$ cat src/rtl/mips_pkg.sv
// rtl/mips_pkg.sv - shared constants, fetch mode encoding and PC helpers
package mips_pkg;

    localparam int          WORD_W           = 32;
    localparam logic [31:0] NOP_INSTR        = 32'h0000_0000;
    localparam logic [31:0] PC_INC           = 32'd4;
    localparam logic [31:0] RESET_PC_DEFAULT = 32'h0000_0000;

    typedef enum logic [1:0] {
        MODE_RUN   = 2'd0,
        MODE_HOLD  = 2'd1,
        MODE_FLUSH = 2'd2
    } fetch_mode_e;

    // Branch/jump targets are byte addresses; fetch is word aligned.
    function automatic logic [WORD_W-1:0] align_word(input logic [WORD_W-1:0] addr);
        return addr & ~(WORD_W'(3));
    endfunction

endpackage

$ cat src/rtl/fetch_stage_if.sv
// rtl/fetch_stage_if.sv - control inputs and IF/ID outputs of the fetch stage
interface fetch_stage_if;
    import mips_pkg::*;

    logic              stall_i;
    logic              redirect_i;
    logic [WORD_W-1:0] redirect_pc_i;
    logic [WORD_W-1:0] pc_o;
    logic [WORD_W-1:0] if_id_instr_o;
    logic [WORD_W-1:0] if_id_pc4_o;
    logic              if_id_valid_o;
    logic [WORD_W-1:0] fetch_count_o;

    modport master (
        input  stall_i, redirect_i, redirect_pc_i,
        output pc_o, if_id_instr_o, if_id_pc4_o, if_id_valid_o, fetch_count_o
    );

    modport slave (
        output stall_i, redirect_i, redirect_pc_i,
        input  pc_o, if_id_instr_o, if_id_pc4_o, if_id_valid_o, fetch_count_o
    );

endinterface

$ cat src/rtl/instr_mem.sv
// rtl/instr_mem.sv - combinational instruction ROM, NOP outside its depth
module instr_mem
    import mips_pkg::*;
#(
    parameter int          IMEM_WORDS = 64,
    parameter string       INIT_FILE  = "instructions.txt",
    parameter logic [WORD_W-1:0] INIT_WORDS [IMEM_WORDS] = '{default: NOP_INSTR}
) (
    input  logic [WORD_W-3:0] i_word_addr,
    output logic [WORD_W-1:0] o_instr
);

    localparam int                AW       = (IMEM_WORDS > 1) ? $clog2(IMEM_WORDS) : 1;
    localparam logic [WORD_W-3:0] DEPTH    = (WORD_W-2)'(IMEM_WORDS);
    // An empty image name means an unprogrammed ROM that reads as NOPs.
    localparam bit                HAS_IMAGE = (INIT_FILE != "");
    localparam logic [WORD_W-1:0] ROM [IMEM_WORDS] = INIT_WORDS;

    logic          w_in_range;
    logic [AW-1:0] w_idx;

    assign w_in_range = (i_word_addr < DEPTH);
    assign w_idx      = i_word_addr[AW-1:0];

    always_comb begin
        o_instr = NOP_INSTR;
        if (w_in_range && HAS_IMAGE) begin
            o_instr = ROM[w_idx];
        end
    end

endmodule

$ cat src/rtl/fetch_stage.sv
// rtl/fetch_stage.sv - PC register, ROM fetch and IF/ID register with stall/redirect
module fetch_stage
    import mips_pkg::*;
#(
    parameter logic [WORD_W-1:0] RESET_PC   = RESET_PC_DEFAULT,
    parameter int                IMEM_WORDS = 64,
    parameter string             INIT_FILE  = "instructions.txt",
    parameter logic [WORD_W-1:0] INIT_WORDS [IMEM_WORDS] = '{default: NOP_INSTR}
) (
    input  logic          clk,
    input  logic          reset,
    fetch_stage_if.master bus
);

    logic [WORD_W-1:0] r_pc;
    logic [WORD_W-1:0] r_instr;
    logic [WORD_W-1:0] r_pc4;
    logic              r_valid;
    logic [WORD_W-1:0] r_count;

    logic [WORD_W-1:0] w_instr;
    logic [WORD_W-1:0] w_pc4;
    logic [WORD_W-1:0] w_target;
    fetch_mode_e       w_mode;

    instr_mem #(
        .IMEM_WORDS (IMEM_WORDS),
        .INIT_FILE  (INIT_FILE),
        .INIT_WORDS (INIT_WORDS)
    ) u_imem (
        .i_word_addr (r_pc[WORD_W-1:2]),
        .o_instr     (w_instr)
    );

    assign w_pc4    = r_pc + PC_INC;
    assign w_target = align_word(bus.redirect_pc_i);

    // A redirect squashes the slot being fetched, so it outranks a stall.
    always_comb begin
        w_mode = MODE_RUN;
        if (bus.redirect_i) begin
            w_mode = MODE_FLUSH;
        end else if (bus.stall_i) begin
            w_mode = MODE_HOLD;
        end
    end

    always_ff @(posedge clk) begin
        if (reset) begin
            r_pc    <= RESET_PC;
            r_instr <= NOP_INSTR;
            r_pc4   <= '0;
            r_valid <= 1'b0;
            r_count <= '0;
        end else begin
            case (w_mode)
                MODE_FLUSH: begin
                    r_pc    <= w_target;
                    r_instr <= NOP_INSTR;
                    r_pc4   <= '0;
                    r_valid <= 1'b0;
                end
                MODE_HOLD: begin
                end
                default: begin
                    r_pc    <= w_pc4;
                    r_instr <= w_instr;
                    r_pc4   <= w_pc4;
                    r_valid <= 1'b1;
                    r_count <= r_count + 1'b1;
                end
            endcase
        end
    end

    assign bus.pc_o          = r_pc;
    assign bus.if_id_instr_o = r_instr;
    assign bus.if_id_pc4_o   = r_pc4;
    assign bus.if_id_valid_o = r_valid;
    assign bus.fetch_count_o = r_count;

endmodule

$ cat src/flat_wrapper.sv
// flat-port wrapper written by rule: the top's interface ports become plain ports
module fetch_stage_flat import mips_pkg::*;
#(
    parameter logic [WORD_W-1:0] RESET_PC   = RESET_PC_DEFAULT,
    parameter int                IMEM_WORDS = 64,
    parameter string             INIT_FILE  = "                ",
    parameter logic [WORD_W-1:0] INIT_WORDS [IMEM_WORDS] = '{default: NOP_INSTR}
)
  (clk, reset, bus_stall_i, bus_redirect_i, bus_redirect_pc_i, bus_pc_o, bus_if_id_instr_o, bus_if_id_pc4_o, bus_if_id_valid_o, bus_fetch_count_o);
  fetch_stage_if bus_i ();
  input  logic clk;
  input  logic reset;
  input wire logic [$bits(bus_i.stall_i)-1:0] bus_stall_i;
  input wire logic [$bits(bus_i.redirect_i)-1:0] bus_redirect_i;
  input wire logic [$bits(bus_i.redirect_pc_i)-1:0] bus_redirect_pc_i;
  output wire logic [$bits(bus_i.pc_o)-1:0] bus_pc_o;
  output wire logic [$bits(bus_i.if_id_instr_o)-1:0] bus_if_id_instr_o;
  output wire logic [$bits(bus_i.if_id_pc4_o)-1:0] bus_if_id_pc4_o;
  output wire logic [$bits(bus_i.if_id_valid_o)-1:0] bus_if_id_valid_o;
  output wire logic [$bits(bus_i.fetch_count_o)-1:0] bus_fetch_count_o;
  assign bus_i.stall_i = bus_stall_i;
  assign bus_i.redirect_i = bus_redirect_i;
  assign bus_i.redirect_pc_i = bus_redirect_pc_i;
  assign bus_pc_o = bus_i.pc_o;
  assign bus_if_id_instr_o = bus_i.if_id_instr_o;
  assign bus_if_id_pc4_o = bus_i.if_id_pc4_o;
  assign bus_if_id_valid_o = bus_i.if_id_valid_o;
  assign bus_fetch_count_o = bus_i.fetch_count_o;
  fetch_stage #(.RESET_PC(RESET_PC), .IMEM_WORDS(IMEM_WORDS), .INIT_FILE(INIT_FILE), .INIT_WORDS(INIT_WORDS)) u_core (.clk(clk), .reset(reset), .bus(bus_i));
endmodule
$ cat config.mk
export PLATFORM = sky130hd
export DESIGN_NAME = fetch_stage_flat
export DESIGN_NICKNAME = d
export VERILOG_FILES = /design/src/rtl/mips_pkg.sv /design/src/rtl/fetch_stage_if.sv /design/src/rtl/instr_mem.sv /design/src/rtl/fetch_stage.sv /design/src/flat_wrapper.sv
export SDC_FILE = /design/constraint.sdc
export NUM_CORES = 1
export LEC_CHECK = 0
export CAP_MARGIN = 20
export CORE_MARGIN = 2
export CORE_UTILIZATION = 43
export CTS_CLUSTER_DIAMETER = 150
export DETAILED_ROUTE_END_ITERATION = 8
export PLACE_DENSITY_LB_ADDON = 0.12
export SYNTH_ARGS = -nofsm -noshare
export SYNTH_HDL_FRONTEND = slang
export SYNTH_SLANG_ARGS = --single-unit
$ cat constraint.sdc
create_clock -name clk -period 1.85 [get_ports clk]
set_input_delay 0.37 -clock clk [delete_from_list [all_inputs] [get_ports clk]]
set_output_delay 0.37 -clock clk [all_outputs]
set_load 0.05 [all_outputs]
Fig. 1: wire density map
The die is cut into 23 by 23 equal tiles; dark blue is low, red is high, scaled to the fullest tile. Values are wire area over tile area, all layers added.
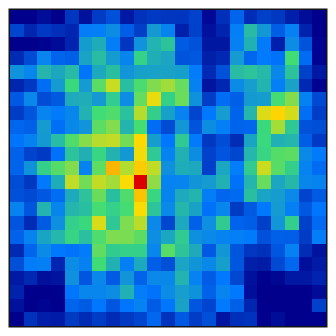
tiles over half the peak: 12%
densest ninth of the die: center
nearly empty tiles: 6.2%
mean over tiles: 0.21
total wirelength of the detailed-routed design: 17.10 mm
total track usage: 26.19%

Fig. 2: supply network
Bar = 20 microns. Pins as bars on the die edge. Tap cells in gray.
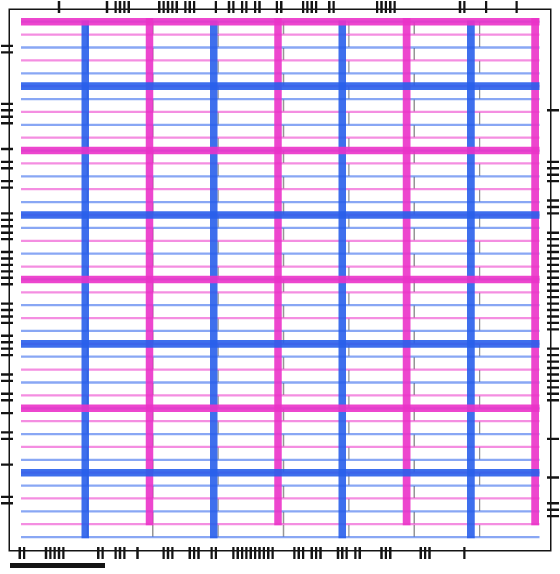
| net | color |
|---|---|
| VDD | magenta |
| VSS | blue |
tap cells: 147
met5 straps: 8
die height: 114.0 microns
worst vdd ir: 0.3413 mV
Die Width: 114.0 microns

Fig. 3: placed cells, one color a class
Fill, decap, tap and diode cells in gray.
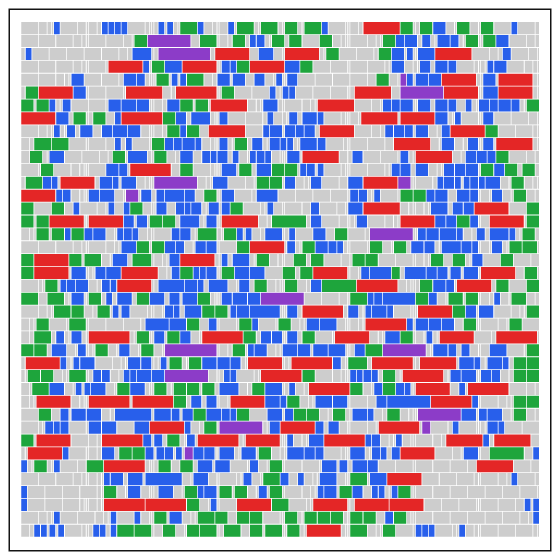
| class | color | cells | share of their area |
|---|---|---|---|
| clock drivers and dummy loads | purple | 16 | 4.3% |
| remaining logic cells | blue | 501 | 43% |
| remaining buffers and delay cells | green | 232 | 26% |
| registers | red | 94 | 27% |
standard-cell row count: 40
final cell utilization of the core: 62.76%
sequential share of cell area: 26.74%
core area: 11910 sq um
Finished Cell Area: 7476 sq um

==> impl_metrics.ini <==
; generated from flow reports
[logic_synthesis]
syn-instance-count = 645
synth-main-ff-cell = sky130_fd_sc_hd__dfxtp_1
synth.top_cells.by_count = sky130_fd_sc_hd__dfxtp_1, sky130_fd_sc_hd__nand2_1, sky130_fd_sc_hd__nor2_1
synth_async_sr_flop_share_pct = 0
synth-seq-cells = 94
synthesis.yosys.warnings = 0
synthSimpleGateAreaFrac_pct = 30.83
share_of_synthesized_cell_area_in_and_or_and_or_and_compound_cells_pct = 16.62
number_of_cells_in_yosys_stat = 645
adder_share_pct = 0.4810
yosys-top-cells-area = sky130_fd_sc_hd__dfxtp_1, sky130_fd_sc_hd__buf_4, sky130_fd_sc_hd__or4_1
post_synth.cell_area_avg_sq_um = 8.066
post_synth_xor_area_fraction_pct = 5.556
synth.most_common_cell = sky130_fd_sc_hd__dfxtp_1
netlist_logic_family_top = simple AND/OR/NAND/NOR gates

[detailed_routing]
post_drt_wl_per_cell_microns = 17.27
detail_route.wirelength.met1_mm = 7.496
route.met2.wl_mm = 8.047
route.antenna.remaining_nets = 0
vias = 5699
top_layer = met4

[sta]
final-hold-violation-count = 0
post-route-period-util_pct = 99.77
number_of_failing_setup_endpoints_in_the_final_timing_report = 0
worst_slack_ns = 0.004318
unrepaired_setup_endpoints_after_global_routing = true
peak_freq_mhz = 541.8
fin_worst_hold_slack_ns = 0.4621

[placed_design]
gp_congestion = 0.8844
dp.cells = 971
dpl.hpwl_mm = 12.69

[cells_and_area]
combGateArea_sq_um = 3074
layout.clock.cell_area_share_pct = 4.201
flop_area_sq_um = 1999
largest_reg_flops = 32
sh_comb_area_pct = 41.12
nNonClkBuffers = 232
fillCellCount = 1084
non_clock_buffer_area_share_pct = 24.97

[worst_setup_path]
worstPathRequired_ns = 2.09
cpLargestDelayFamily = AND-OR/OR-AND gates
reg2reg_depth = 5
critPathArrivalTime_ns = 2.09
endpoint = u_core.bus.if_id_pc4_o[30]$_SDFFE_PP0P_
r2r_start = u_core.bus.pc_o[3]$_SDFFE_PP0P_
crit-reg2reg-capture = u_core.bus.if_id_pc4_o[30]$_SDFFE_PP0P_
slowest_delay_ns = 0.52

[grt]
most_utilized_layer_in_the_global_route_result = met2
grt_antenna_before_repair = 0
grt_util_met3_pct = 4.091
grt_pass1_wl_mm = 27.19

[power_and_ir_drop]
pwr_density_cell_nw_per_um2 = 688.0
power.internal_w = 0.003585
share_of_power_burned_in_combinational_logic_pct = 19.4
power.share.switching_pct = 30.30
power_clock_w = 0.00200
power.leakage_nw = 3.017
power.clock.fraction_pct = 38.8

[min_path]
hold-path-cell-count = 2
hold-path-endpoint = u_core.bus.if_id_pc4_o[18]$_SDFFE_PP0P_

[floorplanning]
nWellTaps = 147
chip_area_sq_um = 12990
fp_util_pct = 43.68

[run]
warnings = 30
max_cap_violations = 0

[outcome]
run_status = completed

[clock_network]
clockRootBuffer = sky130_fd_sc_hd__clkbuf_16
tritoncts = yes
postCtsHoldBufs = 0
ctsLongestPathBuffers = 2
==> layout by cell type (no fill, tap or decap), types with 6 or more instances in the layout <==
cell	synthesis	final
sky130_fd_sc_hd__clkbuf_16	0	9
sky130_fd_sc_hd__nand3_1	36	31
sky130_fd_sc_hd__or3_1	12	12
sky130_fd_sc_hd__inv_1	9	9
sky130_fd_sc_hd__nand2b_1	7	7
sky130_fd_sc_hd__and4_1	9	6
sky130_fd_sc_hd__conb_1	1	34
sky130_fd_sc_hd__o211ai_1	11	11
sky130_fd_sc_hd__a311oi_1	11	11
sky130_fd_sc_hd__and2_1	6	6
sky130_fd_sc_hd__o21ai_0	21	21
sky130_fd_sc_hd__nor2_1	53	53
sky130_fd_sc_hd__buf_4	35	192
sky130_fd_sc_hd__a21oi_1	29	29
sky130_fd_sc_hd__nor4_1	11	10
sky130_fd_sc_hd__or4_4	0	6
sky130_fd_sc_hd__nor3_1	17	16
sky130_fd_sc_hd__clkdlybuf4s50_1	0	30
sky130_fd_sc_hd__a211oi_1	8	8
sky130_fd_sc_hd__o31ai_1	18	18
sky130_fd_sc_hd__dfxtp_1	94	50
sky130_fd_sc_hd__nand4_1	29	29
sky130_fd_sc_hd__dfxtp_4	0	25
sky130_fd_sc_hd__nand2_1	55	51
sky130_fd_sc_hd__dfxtp_2	0	19
sky130_fd_sc_hd__xor2_1	17	17
sky130_fd_sc_hd__xnor2_1	16	16
sky130_fd_sc_hd__or4_1	30	24
sky130_fd_sc_hd__and3_1	12	12
==> worst min-delay path: cells and delay by family (launching register included) <==
family	cells	cell delay [ns]
AOI/OAI and AO/OA	1	0.06
DFF	1	0.33
and+or+nand+nor	1	0.04
